## src/rtl/sra_iterative_if.sv

```systemverilog
// Bus bundle for the iterative right shifter: the start/operand side and the result/status side.
interface sra_iterative_if #(
    parameter int unsigned WIDTH      = 32,
    parameter int unsigned SHAMT_BITS = 5
);
    logic                  ctrl_start;
    logic                  ctrl_arith;
    logic [WIDTH-1:0]      data_operandA;
    logic [SHAMT_BITS-1:0] ctrl_shiftamt;
    logic [WIDTH-1:0]      data_result;
    logic                  data_resultRDY;
    logic                  busy;

    // Requester side (execute-stage controller)
    modport master (
        output ctrl_start, ctrl_arith, data_operandA, ctrl_shiftamt,
        input  data_result, data_resultRDY, busy
    );

    // Shifter side
    modport slave (
        input  ctrl_start, ctrl_arith, data_operandA, ctrl_shiftamt,
        output data_result, data_resultRDY, busy
    );
endinterface

```

## src/rtl/sra_iterative.sv

```systemverilog
// Multicycle logical/arithmetic right shifter: one binary-weighted stage per clock
// (2^(SHAMT_BITS-1) down to 1), result presented with a one-cycle ready pulse.
// Optional macro SRA_EARLY_EXIT_EN: finish at the lowest set shift-amount bit and
// bypass the shift stages entirely for a zero shift amount.
module sra_iterative #(
    parameter int unsigned WIDTH      = 32,
    parameter int unsigned SHAMT_BITS = 5
) (
    input  logic          clock,
    input  logic          reset,
    sra_iterative_if.slave bus
);
    localparam int unsigned IDX_W = (SHAMT_BITS > 1) ? $clog2(SHAMT_BITS) : 1;

    typedef enum logic [1:0] {
        ST_IDLE  = 2'd0,
        ST_SHIFT = 2'd1,
        ST_DONE  = 2'd2
    } state_e;

    state_e                state_q;
    logic [WIDTH-1:0]      work_q;
    logic [SHAMT_BITS-1:0] amt_q;
    logic [IDX_W-1:0]      idx_q;
    logic                  arith_q;
    logic [WIDTH-1:0]      result_q;
    logic                  rdy_q;
    logic                  busy_q;

    logic [SHAMT_BITS-1:0] stage_amt;
    logic [WIDTH-1:0]      stage_d;
    logic                  last_c;

    assign bus.data_result    = result_q;
    assign bus.data_resultRDY = rdy_q;
    assign bus.busy           = busy_q;

    // Current stage: conditionally shift the working value by 2^idx with sign or zero fill
    always_comb begin
        stage_amt = SHAMT_BITS'(1) << idx_q;
        stage_d   = work_q;
        if (amt_q[idx_q]) begin
            if (arith_q) begin
                stage_d = $unsigned($signed(work_q) >>> stage_amt);
            end else begin
                stage_d = work_q >> stage_amt;
            end
        end
    end

    // Decide whether the stage being processed is the final one
`ifdef SRA_EARLY_EXIT_EN
    always_comb begin
        last_c = ((amt_q & (stage_amt - SHAMT_BITS'(1))) == '0);
    end
`else
    always_comb begin
        last_c = (idx_q == '0);
    end
`endif

    // Control FSM with registered datapath and outputs
    always_ff @(posedge clock) begin
        if (reset) begin
            state_q  <= ST_IDLE;
            work_q   <= '0;
            amt_q    <= '0;
            idx_q    <= '0;
            arith_q  <= 1'b0;
            result_q <= '0;
            rdy_q    <= 1'b0;
            busy_q   <= 1'b0;
        end else begin
            case (state_q)
                ST_IDLE: begin
                    rdy_q  <= 1'b0;
                    busy_q <= 1'b0;
                    if (bus.ctrl_start) begin
                        work_q  <= bus.data_operandA;
                        amt_q   <= bus.ctrl_shiftamt;
                        arith_q <= bus.ctrl_arith;
                        idx_q   <= IDX_W'(SHAMT_BITS - 1);
`ifdef SRA_EARLY_EXIT_EN
                        if (bus.ctrl_shiftamt == '0) begin
                            result_q <= bus.data_operandA;
                            rdy_q    <= 1'b1;
                            state_q  <= ST_DONE;
                        end else begin
                            busy_q  <= 1'b1;
                            state_q <= ST_SHIFT;
                        end
`else
                        busy_q  <= 1'b1;
                        state_q <= ST_SHIFT;
`endif
                    end
                end
                ST_SHIFT: begin
                    work_q <= stage_d;
                    idx_q  <= idx_q - IDX_W'(1);
                    if (last_c) begin
                        result_q <= stage_d;
                        rdy_q    <= 1'b1;
                        busy_q   <= 1'b0;
                        state_q  <= ST_DONE;
                    end
                end
                ST_DONE: begin
                    rdy_q   <= 1'b0;
                    busy_q  <= 1'b0;
                    state_q <= ST_IDLE;
                end
                default: begin
                    rdy_q   <= 1'b0;
                    busy_q  <= 1'b0;
                    state_q <= ST_IDLE;
                end
            endcase
        end
    end
endmodule
```

## src/flat_wrapper.sv

```systemverilog
// flat-port wrapper written by rule: the top's interface ports become plain ports
module sra_iterative_flat 
#(
    parameter int unsigned WIDTH      = 32,
    parameter int unsigned SHAMT_BITS = 5
)
  (clock, reset, bus_ctrl_start, bus_ctrl_arith, bus_data_operandA, bus_ctrl_shiftamt, bus_data_result, bus_data_resultRDY, bus_busy);
  sra_iterative_if #(.WIDTH(WIDTH), .SHAMT_BITS(SHAMT_BITS)) bus_i ();
  input  logic clock;
  input  logic reset;
  input wire logic [$bits(bus_i.ctrl_start)-1:0] bus_ctrl_start;
  input wire logic [$bits(bus_i.ctrl_arith)-1:0] bus_ctrl_arith;
  input wire logic [$bits(bus_i.data_operandA)-1:0] bus_data_operandA;
  input wire logic [$bits(bus_i.ctrl_shiftamt)-1:0] bus_ctrl_shiftamt;
  output wire logic [$bits(bus_i.data_result)-1:0] bus_data_result;
  output wire logic [$bits(bus_i.data_resultRDY)-1:0] bus_data_resultRDY;
  output wire logic [$bits(bus_i.busy)-1:0] bus_busy;
  assign bus_i.ctrl_start = bus_ctrl_start;
  assign bus_i.ctrl_arith = bus_ctrl_arith;
  assign bus_i.data_operandA = bus_data_operandA;
  assign bus_i.ctrl_shiftamt = bus_ctrl_shiftamt;
  assign bus_data_result = bus_i.data_result;
  assign bus_data_resultRDY = bus_i.data_resultRDY;
  assign bus_busy = bus_i.busy;
  sra_iterative #(.WIDTH(WIDTH), .SHAMT_BITS(SHAMT_BITS)) u_core (.clock(clock), .reset(reset), .bus(bus_i));
endmodule
```

## config.mk

```make
export PLATFORM = sky130hd
export DESIGN_NAME = sra_iterative_flat
export DESIGN_NICKNAME = d
export VERILOG_FILES = /design/src/rtl/sra_iterative_if.sv /design/src/rtl/sra_iterative.sv /design/src/flat_wrapper.sv
export SDC_FILE = /design/constraint.sdc
export NUM_CORES = 1
export LEC_CHECK = 0
export ABC_AREA = 0
export CAP_MARGIN = 20
export CORE_ASPECT_RATIO = 1.75
export CORE_MARGIN = 5
export CORE_UTILIZATION = 30
export DETAILED_ROUTE_END_ITERATION = 7
export PLACE_DENSITY_LB_ADDON = 0.25
export SYNTH_ARGS = -nofsm -noshare
export SYNTH_HDL_FRONTEND = slang
export SYNTH_SLANG_ARGS = --single-unit
```

## constraint.sdc

```tcl
create_clock -name clock -period 7.7 [get_ports clock]
set_clock_uncertainty 0.15 [all_clocks]
set_input_delay 1.155 -clock clock [delete_from_list [all_inputs] [get_ports clock]]
set_output_delay 1.155 -clock clock [all_outputs]
set_load 0.05 [all_outputs]
```

run_1/class_map.png
Drawn at 2 px/um.
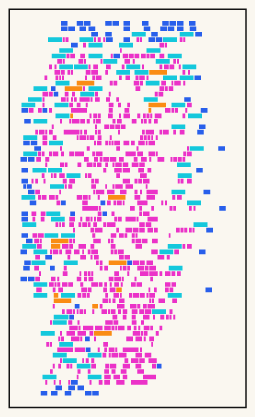
Key: cyan = sequential cells [cells 77]; magenta = remaining logic cells [cells 619]; orange = clock drivers and dummy loads [cells 15]; blue = remaining buffers and delay cells [cells 89]

run_1/util_map.png
Drawn at 2 px/um. 12 x 20 tiles, from black (low) to pale yellow (high), 0 to 100% covered.
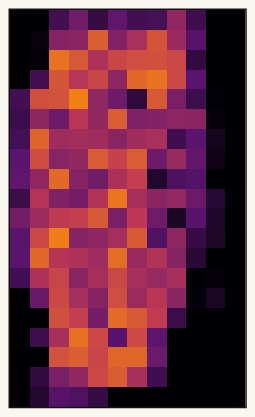
26% of the tiles are nearly empty. The fullest tile reaches 71%. The emptiest ninth of the die: bottom right. The mean over all tiles is 29%.

run_1/clock_nets.png
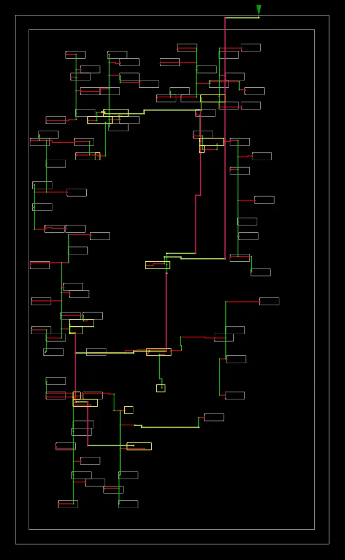
seq_cells: 77
total clock network power: 0.413 mW
Num CTS Buffers: 9

==> out/results.tsv, run 1 <==
metric	value	unit
commonest cells in the netlist	dfxtp_1 (77), nand2_1 (75), a21oi_1 (71)	
final-report setup violation count	0	
worst supply voltage drop on vdd	0.1190	mV
Antenna Diode Count	0	
prevailing post-synth register cell	dfxtp_1	
ratio of total power to cell area	223.0	nW/um^2
Crit Reg-Reg Startpoint	u_core.idx_q[0]	
buffer levels on the longest clock path	2	
number of filler cells placed in the layout	2127	
Async S/R FF share, synth	0	%
setup repair bufs after CTS	0	
fin util	35.25	%
reg-to-reg setup timing slack	3.92	ns
Critical Path RT	7.76	ns
cts repair resizes	0	
hold path startpoint	u_core.amt_q[0]	
routed via count	6730	
share of layout cells above drive strength 1	10.50	%
multiplexer fraction of the synthesized cell area	8.941	%
outcome	complete, no violations	
Post-synth EDFFs	0	
Initial DRC Count	877	
HPWL after detailed placement	19970	um
headroom to the max-slew limit	36.36	%
end of the worst register-to-register path	u_core.work_q[2]	
average footprint of a synthesized cell	7.804	um^2
highest net fanout along the worst path	36	
vias in the first global route	6404	
Dominant cell area share	25.32	%
GRT met3 Usage	3.784	%
setup_tns	0	ns
count of port buffers added during placement	74	
Clk Latency, worst-skew pair	0.36	ns
stage-log warning count	30	
top routing layer used	met4	
post-synthesis share of cell area spent on full adders, half adders and majority gates	1.028	%
hold crit path type	reg -> reg	
number of warning messages in the yosys log	0	
clock sinks	77	
leakage power of the design	2.326	nW
Mapped Cells	780	
portion of total power attributed to the clock network	26.1	%
sequential cell area fraction in the yosys report	25.32	%
Initial Util	30.26	%
fraction of power consumed by combinational cells	42.6	%
sequential fraction of design power	31.2	%
net switching power	0.6898	mW
total cells reported by yosys after synthesis	780	
length of the first detailed-routing pass in iterations	6	
Routed Antenna Nets	0	
area of the core	20120	um^2
basic-gate share of the synthesized area counting and, or, nand and nor cells	21.83	%
Final nets	842	
measured slew at the worst slew-check pin	0.9503	ns
sw frac	43.62	%
Met2 Routed Length	13380	um
fmax	264.9	MHz
fraction of met1 tracks used by global routing	25.16	%
first-pass GRT wire length	41140	um
crit path DAT	3.83	ns
Post-Route WL	27610	um
Startpoint Class	flop	
post-synthesis share of cell area spent on and-or and or-and gates	34.53	%
vias per std cell	6.422	
netlist area before placement	6087	um^2
pins over their slew limit	0	
Layout Area Growth over Synthesis	16.49	%
maximum number of pins on one net before global-route repair	78	
Max H-tree Level	3	
number of max-cap violations	0	
Hold-fix buffers, CTS	0	
Fin. Hold Viols	0	
routability congestion estimate from global placement	1.037	
cell type with the largest total area	dfxtp_1	
ratio of final minimum period to clock period	49.03	%
CP Class	reg -> reg	
post-synthesis xor/xnor area fraction	0.1439	%
area occupied by registers	1543	um^2
-- run 1: logic make-up (layout without fill, tap and decap cells) --
family | count (synthesis) | count (layout)
flops | 77 | 77
mux | 46 | 46
buf+inv | 99 | 119
compound gates | 295 | 295
fa+ha+maj | 5 | 5
simple gates | 257 | 257
xor+xnor | 1 | 1
-- run 1: state kept, by name, indices dropped and copies added (netlist names) --
name / count
u_core.work_q: 32
u_core.idx_q: 3
u_core.bus.busy: 1
u_core.state_q: 2
u_core.bus.data_result: 32
u_core.arith_q: 1
u_core.amt_q: 5
u_core.bus.data_resultRDY: 1
-- run 1: per-stage QoR --
step / cells / total power, mW / worst slack, ns / hold WS, ns / cell area (um^2)
2_1_floorplan: 780 / 0.9472 / 5.220 / 0.2831 / 6087
3_3_place_gp: 1033 / 1.160 / 4.067 / 0.2945 / 6817
3_5_place_dp: 1033 / 1.156 / 3.986 / 0.2994 / 6817
4_1_cts: 1048 / 1.571 / 3.987 / 0.3078 / 7091
5_1_grt: 1048 / 1.648 / 3.660 / 0.3256 / 7091
6_report: 1048 / 1.582 / 3.925 / 0.3060 / 7091
-- run 1: layout by cell type, fill, tap and decap left out, types with 5 or more instances in the layout --
cell type and instances:
and3_1 6, a22oi_1 28, o22ai_1 13, a221oi_1 12, o211ai_1 24, nor2_1 61
nand3_1 18, o32ai_1 5, o31ai_1 6, and2_1 10, nand3b_1 11, clkdlybuf4s50_1 73
o21ai_1 8, inv_1 14, dfxtp_1 76, clkbuf_16 9, o21ai_0 35, mux4_2 5
o221ai_1 6, a211oi_1 16, a222oi_1 5, buf_4 15, nor4b_1 6, nand2b_1 12
mux2i_1 26, nand4_1 9, nor2b_1 5, mux2_2 13, a21oi_1 71, nor3b_1 5
nor3_1 15, nand2_1 75
-- run 1: layout make-up --
type / instances / share of cell area, %
Timing Repair Buffer: 89 / 11.96
Clock inverter: 5 / 0.4941
Multi-Input combinational cell: 604 / 57.24
Clock buffer: 10 / 3.370
Tap cell: 248 / 4.376
Inverter: 15 / 0.7941
Sequential cell: 77 / 21.76
-- run 1: power groups by stage --
stage	sequential, mW	combinational, mW	clock, mW
after detailed placement	0.499	0.657	0
after global routing	0.496	0.712	0.439
after global placement	0.499	0.661	0
after floorplan	0.502	0.445	0
after CTS	0.490	0.659	0.421
final	0.494	0.674	0.413
-- run 1: worst max path at each step --
stage / start / end / slack, ns / cells after the start
after floorplan: u_core.idx_q[0] / u_core.work_q[2] / 5.22 / 11
final: u_core.idx_q[0] / u_core.work_q[2] / 3.92 / 10
after global routing: u_core.idx_q[0] / u_core.work_q[2] / 3.66 / 10
after detailed placement: u_core.idx_q[0] / u_core.work_q[2] / 3.99 / 9
after CTS: u_core.idx_q[0] / u_core.work_q[2] / 3.99 / 9
after global placement: u_core.idx_q[0] / u_core.work_q[2] / 4.07 / 10
-- run 1: critical path: stages (launching register included) --
cell       delay (ns)
dfxtp_1          0.38
inv_1            0.15
ha_2             0.70
buf_4            0.51
nor2b_1          0.22
buf_4            0.28
mux2_2           0.37
nand3_1          0.08
nand4_1          0.18
a2111oi_0        0.45
o22ai_1          0.12
run_1/layers.png
Drawn at 2 px/um.
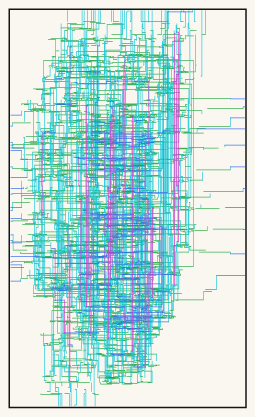

==> run 2, diff against run 1 <==
==> constraint.sdc (replaced) <==
create_clock -name clock -period 3.9 [get_ports clock]
set_clock_uncertainty 0.15 [all_clocks]
set_input_delay 0.585 -clock clock [delete_from_list [all_inputs] [get_ports clock]]
set_output_delay 0.585 -clock clock [all_outputs]
set_load 0.05 [all_outputs]
run_2/layers.png
Drawn at 2 px/um.
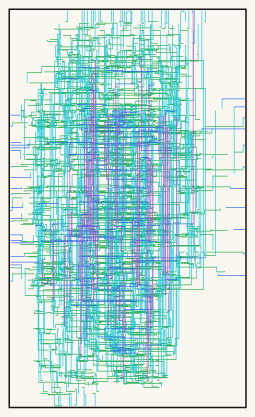
Key: magenta = M4 [wire length 2450 um]; cyan = M2 [wire length 14700 um]; green = M1 [wire length 10800 um]; blue = M3 [wire length 1550 um]
average wire length per cell after detail routing: 27.07 um
routed via count: 6854

run_2/clock_nets.png
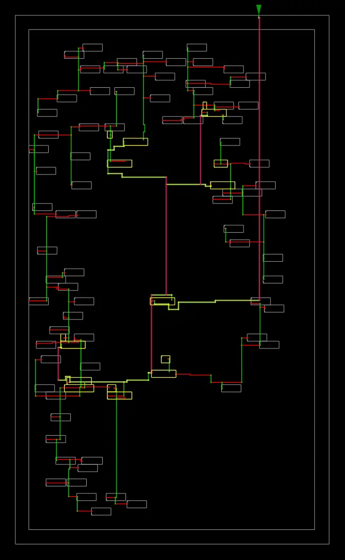
total clock network power: 0.877 mW
Clk Latency, worst-skew pair: 0.35 ns
clock sinks: 77
# clk buffers: 11

==> run 2 against run 1 <==
Utilization rose by 1.8 points. Setup slack got worse by 3.4 ns. Critical path depth fell by 2. Non-clock buffer count rose by 41. Combinational power rose by 110%. Global-route usage rose by 1.8 points. First-iteration DRC count fell by 23%. Clock power rose by 110%. Cell count rose by 4.0%. Sequential share of layout area fell by 1.1 points. Maximum frequency rose by 11%. Critical endpoint is now u_core.bus.data_result[9]. Largest power group unchanged. Highest routed layer unchanged.
==> out/results.tsv, run 2 <==
metric	value	unit	change
cell area reported after detailed placement	7159	um^2	+5.0%
hold path startpoint	u_core.bus.data_result[6]		
Routed Antenna Nets	0		unchanged
count of cells along the worst register-to-register path	8		
number of max-cap violations	0		unchanged
stage-log warning count	30		unchanged
maximum number of pins on one net before global-route repair	48		-38%
share of layout cells above drive strength 1	14.73	%	+4.2 points
ratio of total power to cell area	441.2	nW/um^2	+98%
Post-synth EDFFs	0		unchanged
final-report setup violation count	0		unchanged
fraction of power consumed by combinational cells	43.3	%	+0.7 points
number of warning messages in the yosys log	0		unchanged
Unique masters post-synth	89		
clock-pin slew reported for the worst setup and hold paths after clock tree synthesis	0.06	ns	
count of port buffers added during placement	74		unchanged
most common logic cells in the final layout	dfxtp_1 (76), nand2_1 (75), clkdlybuf4s50_1 (73)		
Initial Util	30.26	%	unchanged
Final nets	883		+4.9%
standard-cell row count	69		
capturing element type of the critical path	flop		
reg-to-reg setup timing slack	0.49	ns	-3.43 ns
sequential fraction of design power	30.0	%	-1.2 points
vias per std cell	6.288		-2.1%
length of the first detailed-routing pass in iterations	6		unchanged
cell type with the largest total area	dfxtp_1		
leakage power of the design	2.551	nW	+9.7%
Layout Area Growth over Synthesis	22.55	%	
fmax	293.7	MHz	+11%
Num CTS Buffers	9		unchanged
total cells reported by yosys after synthesis	780		unchanged
netlist area before placement	6087	um^2	unchanged
measured slew at the worst slew-check pin	0.8880	ns	-0.06231 ns
hold slack	0.3033	ns	-0.002691 ns
yosys stat area	6087	um^2	
cell at the root of the clock tree	clkbuf_16		
Post-Route WL	29510	um	+6.9%
Fin. Hold Viols	0		unchanged
Hold-fix buffers, CTS	0		unchanged
fin util	37.08	%	+1.8 points
Crit Reg-Reg Startpoint	u_core.idx_q[0]		
Critical Path RT	3.98	ns	-3.78 ns
portion of total power attributed to the clock network	26.7	%	+0.6 points
fin cells	1090		+4.0%
setup repair bufs after CTS	0		unchanged
sequential cell area fraction in the yosys report	25.32	%	unchanged
average footprint of a synthesized cell	7.804	um^2	unchanged
cts repair resizes	0		unchanged
first-pass GRT wire length	44180	um	+7.4%
num ports	75		
top post-synthesis cells by area	dfxtp_1 (25%), a21oi_1 (5.8%), nand2_1 (4.6%)		
hold crit path type	reg -> reg		
sw frac	42.31	%	-1.3 points
post-synth net total	826		
prevailing post-synth register cell	dfxtp_1		
Async S/R FF share, synth	0	%	unchanged
headroom to the max-slew limit	40.80	%	+4.4 points
most frequently used cell type in the post-synthesis netlist	dfxtp_1		
Max H-tree Level	3		unchanged
Antenna Diode Count	0		unchanged
pins over their slew limit	0		unchanged
post-layout power	3.291	mW	+110%
crit path DAT	3.49	ns	-0.34 ns
setup_tns	0	ns	unchanged
post-synthesis sequential element count	77		
overall track demand over capacity in global routing	24.64	%	
RSZ-0062 raised after global routing	no		
drt drc	0		
HPWL after detailed placement	22070	um	+10%
cell count after placement	1074		+4.0%
total overflow reported by the global router	0		
Hold Path Cell Cnt	2		
buffer levels on the longest clock path	2		unchanged
Dominant cell area share	25.32	%	unchanged
CP Class	reg -> reg		
smallest setup slack after layout	0.4947	ns	-3.430 ns
routability congestion estimate from global placement	1.026		-1.1%
commonest cells in the netlist	dfxtp_1 (77), nand2_1 (75), a21oi_1 (71)		
floorplan die area	23350	um^2	
post-layout instance area	7460	um^2	+5.2%
Initial DRC Count	679		-23%
outcome	complete, no violations		
terminating pin of the worst hold path	u_core.bus.data_result[6]		
Cell Int Power	1.899	mW	
most frequent standard cell in the layout excluding fill and tap cells	dfxtp_1		
final worst path period need	3.405	ns	
ratio of final minimum period to clock period	87.32	%	+38 points
end of the worst register-to-register path	u_core.bus.data_result[9]		
Startpoint Class	flop		
Mapped Cells	780		unchanged
die extent in y	198.4	um	
TritonCTS clock tree	done		
DP Worst Slack	0.5787	ns	-3.407 ns
area of the core	20120	um^2	unchanged
worst supply voltage drop on vdd	0.3276	mV	+180%
floorplan die width	117.7	um	
antenna violations before repair	0		
net switching power	1.393	mW	+100%
highest net fanout along the worst path	29		-19%
vias in the first global route	6836		+6.7%
==> run 2: cell counts after synthesis <==
Identical to the previous run, type by type.
==> run 2: cells by family (layout without fill, tap and decap cells) <==
logic type / Yosys count / after routing / synth area share [%]
mux: 46 / 46 / 8.941
xor+xnor: 1 / 1 / 0.1439
simple gates: 257 / 257 / 21.83
flops: 77 / 77 / 25.32
compound gates: 295 / 295 / 34.53
buf+inv: 99 / 161 / 8.201
fa+ha+maj: 5 / 5 / 1.028
==> run 2: worst max path at each step <==
stage                          startpoint                        end  cells after the start
after floorplan           u_core.idx_q[0]           u_core.work_q[2]                     11
after global placement    u_core.idx_q[0]          u_core.work_q[27]                      8
after detailed placement  u_core.idx_q[0]          u_core.work_q[27]                      8
after CTS                 u_core.idx_q[0]          u_core.work_q[27]                      8
after global routing      u_core.idx_q[0]          u_core.work_q[15]                      9
final                     u_core.idx_q[0]  u_core.bus.data_result[9]                      8
==> run 2: cell type report <==
type                    instances  area, um^2
repair buffers                130        1194
inverters                      15       56.30
multi-input cells             604        4056
clock inverters                 5       57.56
flip-flops and latches         77        1543
clock buffers                  11       242.7
fillers                      2125       12660
well taps                     248       310.3
==> run 2: power by group through the flow <==
stage	registers [mW]	clock network, mW	logic, mW
final	0.988	0.877	1.43
after global routing	0.993	0.927	1.51
after CTS	0.982	0.892	1.40
after detailed placement	0.998	0	1.40
after global placement	1.00	0	1.41
after floorplan	0.991	0	0.879
==> run 2: per-layer routing <==
layer / wire length, um / up-vias / track usage (%)
met1: 10780 / 3305 / 26.94
met4: 2449 / 0 / 18.41
met5: 0 / - / 0
met2: 14730 / 334 / 42.88
met3: 1547 / 124 / 3.727
li1: - / 3091 / -
==> run 2: critical path, cell delays in order, from the launching register on <==
cell and delay, ns:
dfxtp_1 0.45, inv_1 0.14, ha_2 0.45, nor3_1 0.62
nor2_1 0.13, o2111ai_1 0.70, a211oi_2 0.17, a221oi_1 0.37
nor3_2 0.07
Power figures rest on the tool's default switching activity, not on a simulated workload.
